File: config.mk
export PLATFORM = sky130hd
export DESIGN_NAME = controlador_displays
export DESIGN_NICKNAME = d
export VERILOG_FILES = /design/src/rtl/controlador_displays.sv
export SDC_FILE = /design/constraint.sdc
export NUM_CORES = 1
export LEC_CHECK = 0
export CAP_MARGIN = 15
export CORE_MARGIN = 3
export CORE_UTILIZATION = 25
export CTS_CLUSTER_SIZE = 20
export DETAILED_ROUTE_END_ITERATION = 6
export MAX_ROUTING_LAYER = met4
export PLACE_DENSITY = 0.52
export SETUP_SLACK_MARGIN = 0.02
export SLEW_MARGIN = 20
export SYNTH_ARGS = -nofsm -noshare
export SYNTH_HDL_FRONTEND = slang
export SYNTH_SLANG_ARGS = --single-unit
File: constraint.sdc
create_clock -name clk -period 3 [get_ports clk]
set_input_delay 0.6 -clock clk [delete_from_list [all_inputs] [get_ports clk]]
set_output_delay 0.6 -clock clk [all_outputs]
set_load 0.01 [all_outputs]
File: src/rtl/controlador_displays.sv
// Three-digit multiplexed 7-segment driver: converts an 8-bit value to BCD by
// sequential double-dabble and scans centenas/decenas/unidades on common-anode displays.
module controlador_displays #(
  parameter int DIV_REFRESCO = 50000,
  parameter int BLANK_CEROS  = 1
) (
  input  logic       clk,
  input  logic       rst_n,
  input  logic [7:0] valor,
  output logic [6:0] seg,
  output logic [2:0] an,
  output logic       ocupado
);

  localparam int PW = (DIV_REFRESCO > 1) ? $clog2(DIV_REFRESCO) : 1;
  localparam logic [PW-1:0] PRE_MAX = PW'(DIV_REFRESCO - 1);
  localparam bit BLANK_EN = (BLANK_CEROS != 0);

  typedef enum logic [1:0] {
    ESPERA    = 2'd0,
    CONVIERTE = 2'd1,
    ACTUALIZA = 2'd2
  } estado_t;

  estado_t       state, state_n;
  logic [7:0]    ultimo, ultimo_n, shift, shift_n;
  logic [11:0]   bcd, bcd_n;
  logic [3:0]    cnt, cnt_n;
  logic [3:0]    cen, cen_n, dec, dec_n, uni, uni_n;
  logic [PW-1:0] pre, pre_n;
  logic [1:0]    idx, idx_n;
  logic [6:0]    seg_n;
  logic [2:0]    an_n, an_sel;
  logic [3:0]    dig_sel;
  logic          blank_sel, wrap, refresh, ocupado_n;

  // One double-dabble iteration: correct nibbles >= 5, then shift {bcd,shift} left.
  function automatic logic [19:0] dabble(input logic [11:0] b, input logic [7:0] s);
    logic [11:0] a;
    a = b;
    for (int i = 0; i < 3; i++) begin
      if (a[4*i +: 4] >= 4'd5) begin
        a[4*i +: 4] = a[4*i +: 4] + 4'd3;
      end else begin
        a[4*i +: 4] = a[4*i +: 4];
      end
    end
    return {a[10:0], s, 1'b0};
  endfunction

  function automatic logic [6:0] encode(input logic [3:0] d);
    case (d)
      4'd0:    return 7'b1000000;
      4'd1:    return 7'b1111001;
      4'd2:    return 7'b0100100;
      4'd3:    return 7'b0110000;
      4'd4:    return 7'b0011001;
      4'd5:    return 7'b0010010;
      4'd6:    return 7'b0000010;
      4'd7:    return 7'b1111000;
      4'd8:    return 7'b0000000;
      4'd9:    return 7'b0010000;
      default: return 7'b1111111;
    endcase
  endfunction

  // Conversion FSM next-state and datapath.
  always_comb begin
    state_n  = state;
    ultimo_n = ultimo;
    shift_n  = shift;
    bcd_n    = bcd;
    cnt_n    = cnt;
    cen_n    = cen;
    dec_n    = dec;
    uni_n    = uni;
    case (state)
      ESPERA: begin
        if (valor != ultimo) begin
          shift_n  = valor;
          ultimo_n = valor;
          bcd_n    = 12'd0;
          cnt_n    = 4'd0;
          state_n  = CONVIERTE;
        end else begin
          state_n  = ESPERA;
        end
      end
      CONVIERTE: begin
        {bcd_n, shift_n} = dabble(bcd, shift);
        cnt_n = cnt + 4'd1;
        if (cnt == 4'd7) begin
          state_n = ACTUALIZA;
        end else begin
          state_n = CONVIERTE;
        end
      end
      ACTUALIZA: begin
        cen_n   = bcd[11:8];
        dec_n   = bcd[7:4];
        uni_n   = bcd[3:0];
        state_n = ESPERA;
      end
      default: state_n = ESPERA;
    endcase
    ocupado_n = (state_n != ESPERA);
  end

  // Scan prescaler, digit select and blanking; seg/an refresh only on wrap or digit update.
  always_comb begin
    wrap    = (pre == PRE_MAX);
    refresh = wrap || (state == ACTUALIZA);
    if (wrap) begin
      pre_n = {PW{1'b0}};
      idx_n = (idx == 2'd2) ? 2'd0 : idx + 2'd1;
    end else begin
      pre_n = pre + PW'(1);
      idx_n = idx;
    end
    case (idx_n)
      2'd0: begin
        an_sel = 3'b110; dig_sel = uni_n; blank_sel = 1'b0;
      end
      2'd1: begin
        an_sel = 3'b101; dig_sel = dec_n;
        blank_sel = BLANK_EN && (cen_n == 4'd0) && (dec_n == 4'd0);
      end
      2'd2: begin
        an_sel = 3'b011; dig_sel = cen_n;
        blank_sel = BLANK_EN && (cen_n == 4'd0);
      end
      default: begin
        an_sel = 3'b110; dig_sel = uni_n; blank_sel = 1'b0;
      end
    endcase
    if (refresh) begin
      seg_n = blank_sel ? 7'b1111111 : encode(dig_sel);
      an_n  = an_sel;
    end else begin
      seg_n = seg;
      an_n  = an;
    end
  end

  // State and output registers.
  always_ff @(posedge clk or negedge rst_n) begin
    if (!rst_n) begin
      state   <= ESPERA;
      ultimo  <= 8'd0;
      shift   <= 8'd0;
      bcd     <= 12'd0;
      cnt     <= 4'd0;
      cen     <= 4'd0;
      dec     <= 4'd0;
      uni     <= 4'd0;
      pre     <= {PW{1'b0}};
      idx     <= 2'd0;
      an      <= 3'b110;
      seg     <= 7'b1000000;
      ocupado <= 1'b0;
    end else begin
      state   <= state_n;
      ultimo  <= ultimo_n;
      shift   <= shift_n;
      bcd     <= bcd_n;
      cnt     <= cnt_n;
      cen     <= cen_n;
      dec     <= dec_n;
      uni     <= uni_n;
      pre     <= pre_n;
      idx     <= idx_n;
      an      <= an_n;
      seg     <= seg_n;
      ocupado <= ocupado_n;
    end
  end

endmodule

Figure 1. The metal 1 layer.
Scale: 4 px per um. Supply wires on this layer in gray.
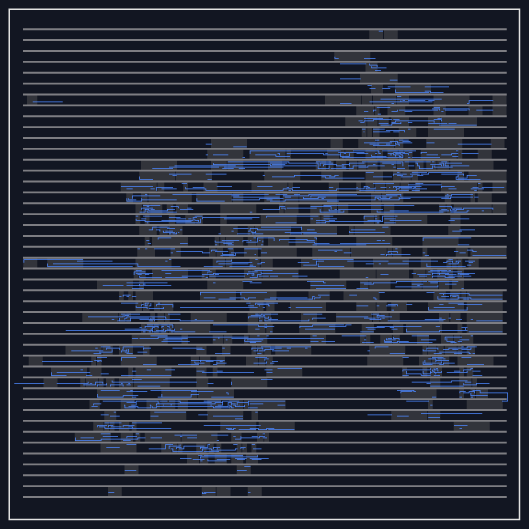
nets with wire on the layer: 394
share of all routed wire: 49%
wire length on this layer: 3640 um
longest straight run: 23.9 um
fraction of met1 tracks used by global routing: 12.8%
number of vias in the routed layout: 2631

Figure 2. The metal 2 layer.
Scale: 4 px per um.
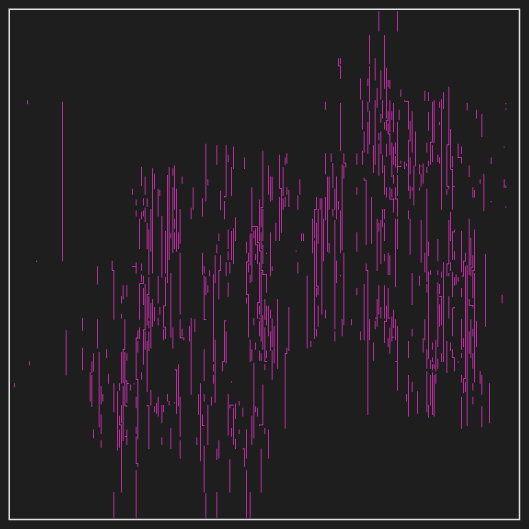
wire length on this layer: 3400 um
share of all routed wire: 46%
longest straight run: 40.1 um
GRT met2 Usage: 15.3%
aggregate routed wire length: 7470 um

routing by layer:
metal / wire [um] / global-route usage, % / vias up
met5: 0 / - / -
met3: 317 / 4.14 / 10
li1: - / - / 1306
met1: 3640 / 12.8 / 1280
met2: 3400 / 15.3 / 35
met4: 106 / 3.91 / 0
where the power goes:
part	internal, mW	total, mW	switching [mW]	leakage (nW)
combinational	0.699	1.41	0.711	1.11
clock	0.752	1.17	0.417	0.157
sequential	1.33	1.56	0.225	0.937
total	2.78	4.14	1.35	2.20
sequential cells by signal, summed over array words and instances, names as in the netlist:
| register | cells |
|---|---|
| pre | 16 |
| state | 2 |
| shift | 8 |
| an | 3 |
| uni | 4 |
| cen | 4 |
| dec | 4 |
| ultimo | 8 |
| ocupado | 1 |
| bcd | 12 |
| seg | 7 |
| cnt | 4 |
| idx | 2 |
==> flow_metrics.rpt <==
=== SYNTHESIS / PLACE & ROUTE SUMMARY ===
----------------------------------------------------
[Pwr]
  Peak VDD IR ........................ between 300 and 400 uV
  Total power density per cell area ........................ between 800 and 900 nW/um^2
  Lkg Pwr ........................ 2.20 nW

[Final layout]
  Sequential portion of the cell area ........................ between 30% and 40%
  Multi-input gate count ........................ between 200 and 250
  Total number of sequential cells ........................ between 70 and 80
  Summed area of non-filler cells in the final layout ........................ around 4700 sq um
  Multi-input logic portion of the cell area ........................ between 30 and 40%
  Clock buffer count in the final layout ........................ 12
  Number of cells in the finished layout apart from fillers ........................ 583
  Signal buf overhead ........................ a little under a tenth
  Combinational gate area ........................ about 1800 sq um
  Clock buffers and inverters, area share ........................ between 6 and 7%
  Fill cell total of the finished layout ........................ ~1400
  Fraction of final layout cells sized beyond drive strength 1 ........................ 22.1%
  Area-dominant cell class after layout ........................ registers
  Syn-to-layout area delta ........................ 28.7%
  Number of inverters outside the clock class in the layout ........................ 25
  Area used by sequential logic in the layout ........................ 1880 sq um
  Commonest non-fill, non-tap cells in the layout ........................ 72 x sky130_fd_sc_hd__dfrtp_1, 35 x sky130_fd_sc_hd__nor2_1, 34 x sky130_fd_sc_hd__buf_4, 22 x sky130_fd_sc_hd__inv_1

[Worst setup path]
  Chain of cells forming the critical path ........................ ha_2 -> and3_4 -> and4_4 -> nand2_2 -> mux2i_4 -> inv_2 -> ha_4 -> a221oi_4 -> nor2_2 -> buf_4 -> ha_1 -> mux2_2 -> a211oi_1
  Worst Setup Path Type ........................ flop to flop
  Largest delay contributor family on the critical path ........................ simple AND/OR/NAND/NOR gates
  Launch point of the worst reg-to-reg path ........................ pre[1]
  Critical path data required time ........................ about 3.2 ns
  Largest fanout on the critical path ........................ 4
  Worst path bufs/invs ........................ 2
  Element type at the critical path end ........................ flop
  Worst-path cell with the longest stage delay ........................ sky130_fd_sc_hd__dfrtp_1
  Register-to-register setup slack ........................ about 0.16 ns
  R2R Path End ........................ seg[4]

[CTS]
  Number of hold buffers added after cts ........................ 0
  CTS buffer count ........................ 9
  Register clock-pin slew on the reported worst setup and hold paths ........................ 0.06 ns
  Number of levels in the clock H-tree ........................ 3
  Number of resized instances in the post-cts repair step ........................ 4
  Number of sinks driven by the clock tree ........................ ~75
  Clock tree from TritonCTS ........................ built
  Clock latency of the later-clocked register in the worst-skew pair ........................ 0.34 ns

[STA]
  Total count of hold-check failures in the final report ........................ 0
  Max Transition Viols Final ........................ 0
  Max_slew headroom ........................ a little under two fifths
  Setup repair after global routing missed its margin ........................ false
  Post-route fraction of the period consumed by the critical path ........................ 94.7%
  Maximum clock rate ........................ 352 MHz
  Setup Viol. Count Final ........................ 0
  Slack of the critical path ........................ between 0.15 and 0.2 ns
  Total negative setup slack ........................ 0 ns
  Final Skew ........................ 0.00696 ns

[Yosys]
  Area leader share ........................ between 40 and 50%
  Yosys stat cell total ........................ 348
  Fraction of the mapped netlist area in adder cells ........................ just over 5%
  Cell types with the highest counts after synthesis ........................ 72 x sky130_fd_sc_hd__dfrtp_1, 37 x sky130_fd_sc_hd__nor2_1, 25 x sky130_fd_sc_hd__inv_1
  Sequential element share of the synthesized area ........................ 51.2%
  Dominant comb cell ........................ simple AND/OR/NAND/NOR gates
  Prevailing post-synth register cell ........................ sky130_fd_sc_hd__dfrtp_1
  Simple-gate share of the synthesized area ........................ 14.2%
  Share of synthesized cell area in and-or and or-and compound cells ........................ 13.4%
  Leading area contributor after synthesis ........................ sky130_fd_sc_hd__dfrtp_1
  Yosys stat chip area ........................ between 3000 and 4000 sq um
  Distinct cell type count after synthesis ........................ 39
  Floorplan Nets ........................ 373
  Post-synthesis instance total ........................ 348
  Synth mux share ........................ 5.04%
  Mean instance size in the synthesized netlist ........................ around 11 sq um
  Post-synthesis xor/xnor area fraction ........................ 6.68%

[Die]
  Chip Area ........................ ~16000 sq um
  Ports placed on the boundary ........................ 21
  Die Width ........................ 127 um
  Number of rows in the core area ........................ 43
  Placeable core region ........................ 14100 sq um
  Number of tapcells ........................ 180

[Global routing]
  Maximum number of pins on one net before global-route repair ........................ about 76
  Number of antenna violations at the first check in global routing ........................ 0
  Total GRT Usage ........................ 10.3%

[Drt]
  Remaining routing DRC violations ........................ 0
  First-pass detailed-route iteration total ........................ 4
  Number of nets with antenna violations after routing ........................ 0

[Outcome]
  Run status ........................ finished clean

[Run]
  Max-capacitance violation count ........................ 0

[Placed design]
  Placed Area ........................ between 4000 and 5000 sq um
  Number of buffer cells added on primary ports ........................ 20
  RePlAce Congestion ........................ about 0.82
  Placed cell count ........................ between 500 and 600
  Pre-CTS setup slack ........................ -0.0674 ns

----------------------------------------------------
Power and IR drop assume default switching activity.
